### Clock nets

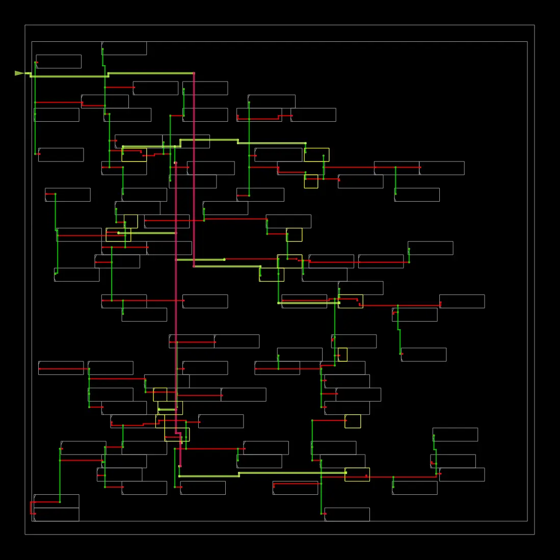
### Met4 routing

(4 px per um)
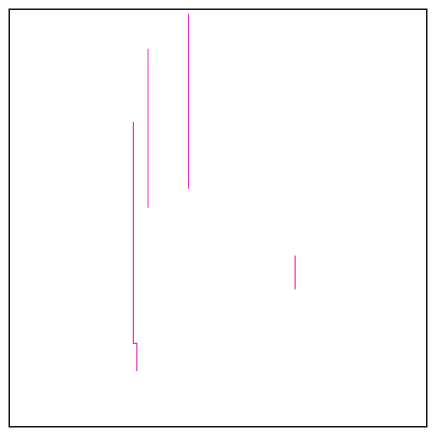
==> config.mk <==
export PLATFORM = sky130hd
export DESIGN_NAME = stack_transfer_sequencer
export DESIGN_NICKNAME = d
export VERILOG_FILES = /design/src/rtl/stack_transfer_sequencer_pkg.sv /design/src/rtl/stack_transfer_sequencer_priority_pick.sv /design/src/rtl/stack_transfer_sequencer.sv
export SDC_FILE = /design/constraint.sdc
export NUM_CORES = 1
export LEC_CHECK = 0
export CAP_MARGIN = 20
export CORE_UTILIZATION = 40
export DETAILED_ROUTE_END_ITERATION = 8
export PLACE_DENSITY_LB_ADDON = 0.15
export SYNTH_ARGS = -nofsm -noshare
export SYNTH_HDL_FRONTEND = slang
export SYNTH_HIERARCHICAL = 1
export SYNTH_SLANG_ARGS = --single-unit
==> constraint.sdc <==
create_clock -name clock -period 3.2 [get_ports clock]
set_clock_uncertainty 0.05 [all_clocks]
set_input_delay 0.48 -clock clock [delete_from_list [all_inputs] [get_ports clock]]
set_output_delay 0.48 -clock clock [all_outputs]
set_load 0.01 [all_outputs]
==> impl_metrics.env <==
# source this file to load flow results
export IMPL_cts_tree="done"
export IMPL_slew_viol_final=0
export IMPL_worst_slew_pin_slew_ns=0.820
export IMPL_n_all_buffers=227
export IMPL_met1_length_um=4570
export IMPL_floorplan_core_util_pct=42.0
export IMPL_min_path_type="in2async"
export IMPL_wl_met3_um=820
export IMPL_grt_use_met1_pct=24.7
export IMPL_finalNonFillerCells=662
export IMPL_max_cap_viol_count=0
export IMPL_path_delay_family="simple AND/OR/NAND/NOR gates"
export IMPL_synthTopLogicFamily="multiplexers"
export IMPL_max_freq_ghz=0.329
export IMPL_clk_share_pct=2.69
export IMPL_synth_seq_share_pct=50.8
export IMPL_buf_share_pct=34.9
export IMPL_ir_drop_mv=0.601
export IMPL_crit_slowest_cell="or4_1"
export IMPL_grt_pass1_wl_um=18100
export IMPL_ctsHoldBuffers=1
export IMPL_compound_area_share_pct=6.67
export IMPL_clk_pin_slew_ns=0.09
export IMPL_io_pins=219
export IMPL_n_antenna_cell=0
export IMPL_setup_violations=0
export IMPL_placed_area_um2=6260
export IMPL_pre_cts_ws_ns=0.435
export IMPL_top_cells_by_count="74 x dfrtp_1, 39 x mux2_2, 35 x buf_4"
export IMPL_seqPwrFrac_pct=35.1
export IMPL_synth_cell_type_count=46
export IMPL_numPortBuffers=218
export IMPL_power_density_nw_per_um2=971
export IMPL_async_flop_share_pct=100
export IMPL_cts_resized=0
export IMPL_final_common_cell="clkdlybuf4s50_1"
export IMPL_end_kind="output pin"
export IMPL_regArea_um2=2110
export IMPL_slowest_delay_ns=0.54
export IMPL_grt_use_total_pct=21.4
export IMPL_avgSynthCellArea_um2=12.6
export IMPL_ys_sh_simple_pct=12.9
export IMPL_met2_usage_pct=37.3
export IMPL_viasPerCell=4.91
export IMPL_final_cell_mix="217 x clkdlybuf4s50_1, 74 x dfrtp_1, 39 x mux2_2"
export IMPL_ys_flops=84
export IMPL_hold_viol_final=0
export IMPL_ys_top_cells_by_area="dfrtp_1 44%, mux2_4 11%, mux2_2 11%"
export IMPL_placementRows=36
export IMPL_rsz0062_at_grt="no"
export IMPL_path_class="reg2out"
export IMPL_intPower_mw=4.08
export IMPL_placed_cells=645
export IMPL_p_sw_share_pct=34.9
export IMPL_use_met3_pct=7.27
export IMPL_nFillCells=770
export IMPL_highest_layer="met4"
export IMPL_busiest_layer="met2"
export IMPL_cts_buffer_depth=2
export IMPL_top_area_cell="dfrtp_1"
export IMPL_area_growth_syn_to_layout_pct=55.0
export IMPL_comb_area_share_pct=26.9
export IMPL_xor_area_share_pct=0
export IMPL_worst_path_stages=5
export IMPL_path_buffers=1
export IMPL_synth_cell_area_um2=4160
export IMPL_final_antenna_net_count=0
export IMPL_pwr_share_comb_pct=54.1
export IMPL_worstPathArrival_ns=2.51
export IMPL_tool_warnings=26
export IMPL_core_area_um2=9910
export IMPL_startpoint_type="flip-flop"
export IMPL_die_width_um=104
export IMPL_ff2ff_path_depth=7
export IMPL_ys_warn_count=6
export IMPL_die_area_um2=10800
export IMPL_wl_per_cell_um=16.9
export IMPL_cts_max_level=3
export IMPL_inverters_excl_clock=4
export IMPL_ys_sh_mux_pct=21.6
export IMPL_timing_hold_ws_ns=0.109
export IMPL_ys_area_um2=4160
export IMPL_dpl_hpwl_um=8320
export IMPL_gp_congestion=0.788
export IMPL_clkPwrFrac_pct=10.8
export IMPL_root_buffer="clkbuf_8"
export IMPL_total_power_mw=6.26
export IMPL_utilization_pct=65.1
export IMPL_drive_gt1_share_pct=21.2
export IMPL_top_area_share_pct=44.5
export IMPL_total_leakage_power_nw=2.66
export IMPL_drcViolationCount=0
export IMPL_top_power_group="combinational logic"
export IMPL_clock_buffers=9
export IMPL_post_route_min_period_ns=3.04
export IMPL_critPathMaxFanout=5
export IMPL_post_cts_buffers=0
export IMPL_grt_remaining_overflow=0
export IMPL_largest_class="non-clock buffers"
export IMPL_ys_cells=330
export IMPL_comb_power_mw=3.39
export IMPL_edf_count=0
export IMPL_seq_area_share_pct=32.8
export IMPL_synth_top_cell_by_count="dfrtp_1"
export IMPL_n_tap_cell=133
export IMPL_finalCritPeriodShare_pct=95.1
export IMPL_drtIter0Drc=126
export IMPL_crit_path_cell_trace="or4_1, o41ai_2, a31oi_1, and3_1, clkdlybuf4s50_1"
export IMPL_required_ns=2.67
export IMPL_die_y_um=104
export IMPL_dr_pass1_iters=4
export IMPL_wl_met2_um=5650
export IMPL_ff_type="dfrtp_1"
export IMPL_final_nets=603
export IMPL_syn_instance_count=330
export IMPL_adder_share_pct=0
export IMPL_outcome="finished, final reports clean"
export IMPL_postLayoutCellArea_um2=6450
export IMPL_comb_cells=198
Notes on 'Clock nets' above:
latest clock arrival within the worst-skew pair: 0.36 ns
registers: 84
CTS Buf Count: 9
CTS sink cnt: 84

Notes on 'Met4 routing' above:
longest straight run: 55.2 um
main direction: vertical
nets with wire on the layer: 4
wire length on this layer: 154 um
WL final: 11200 um
via count: 3251

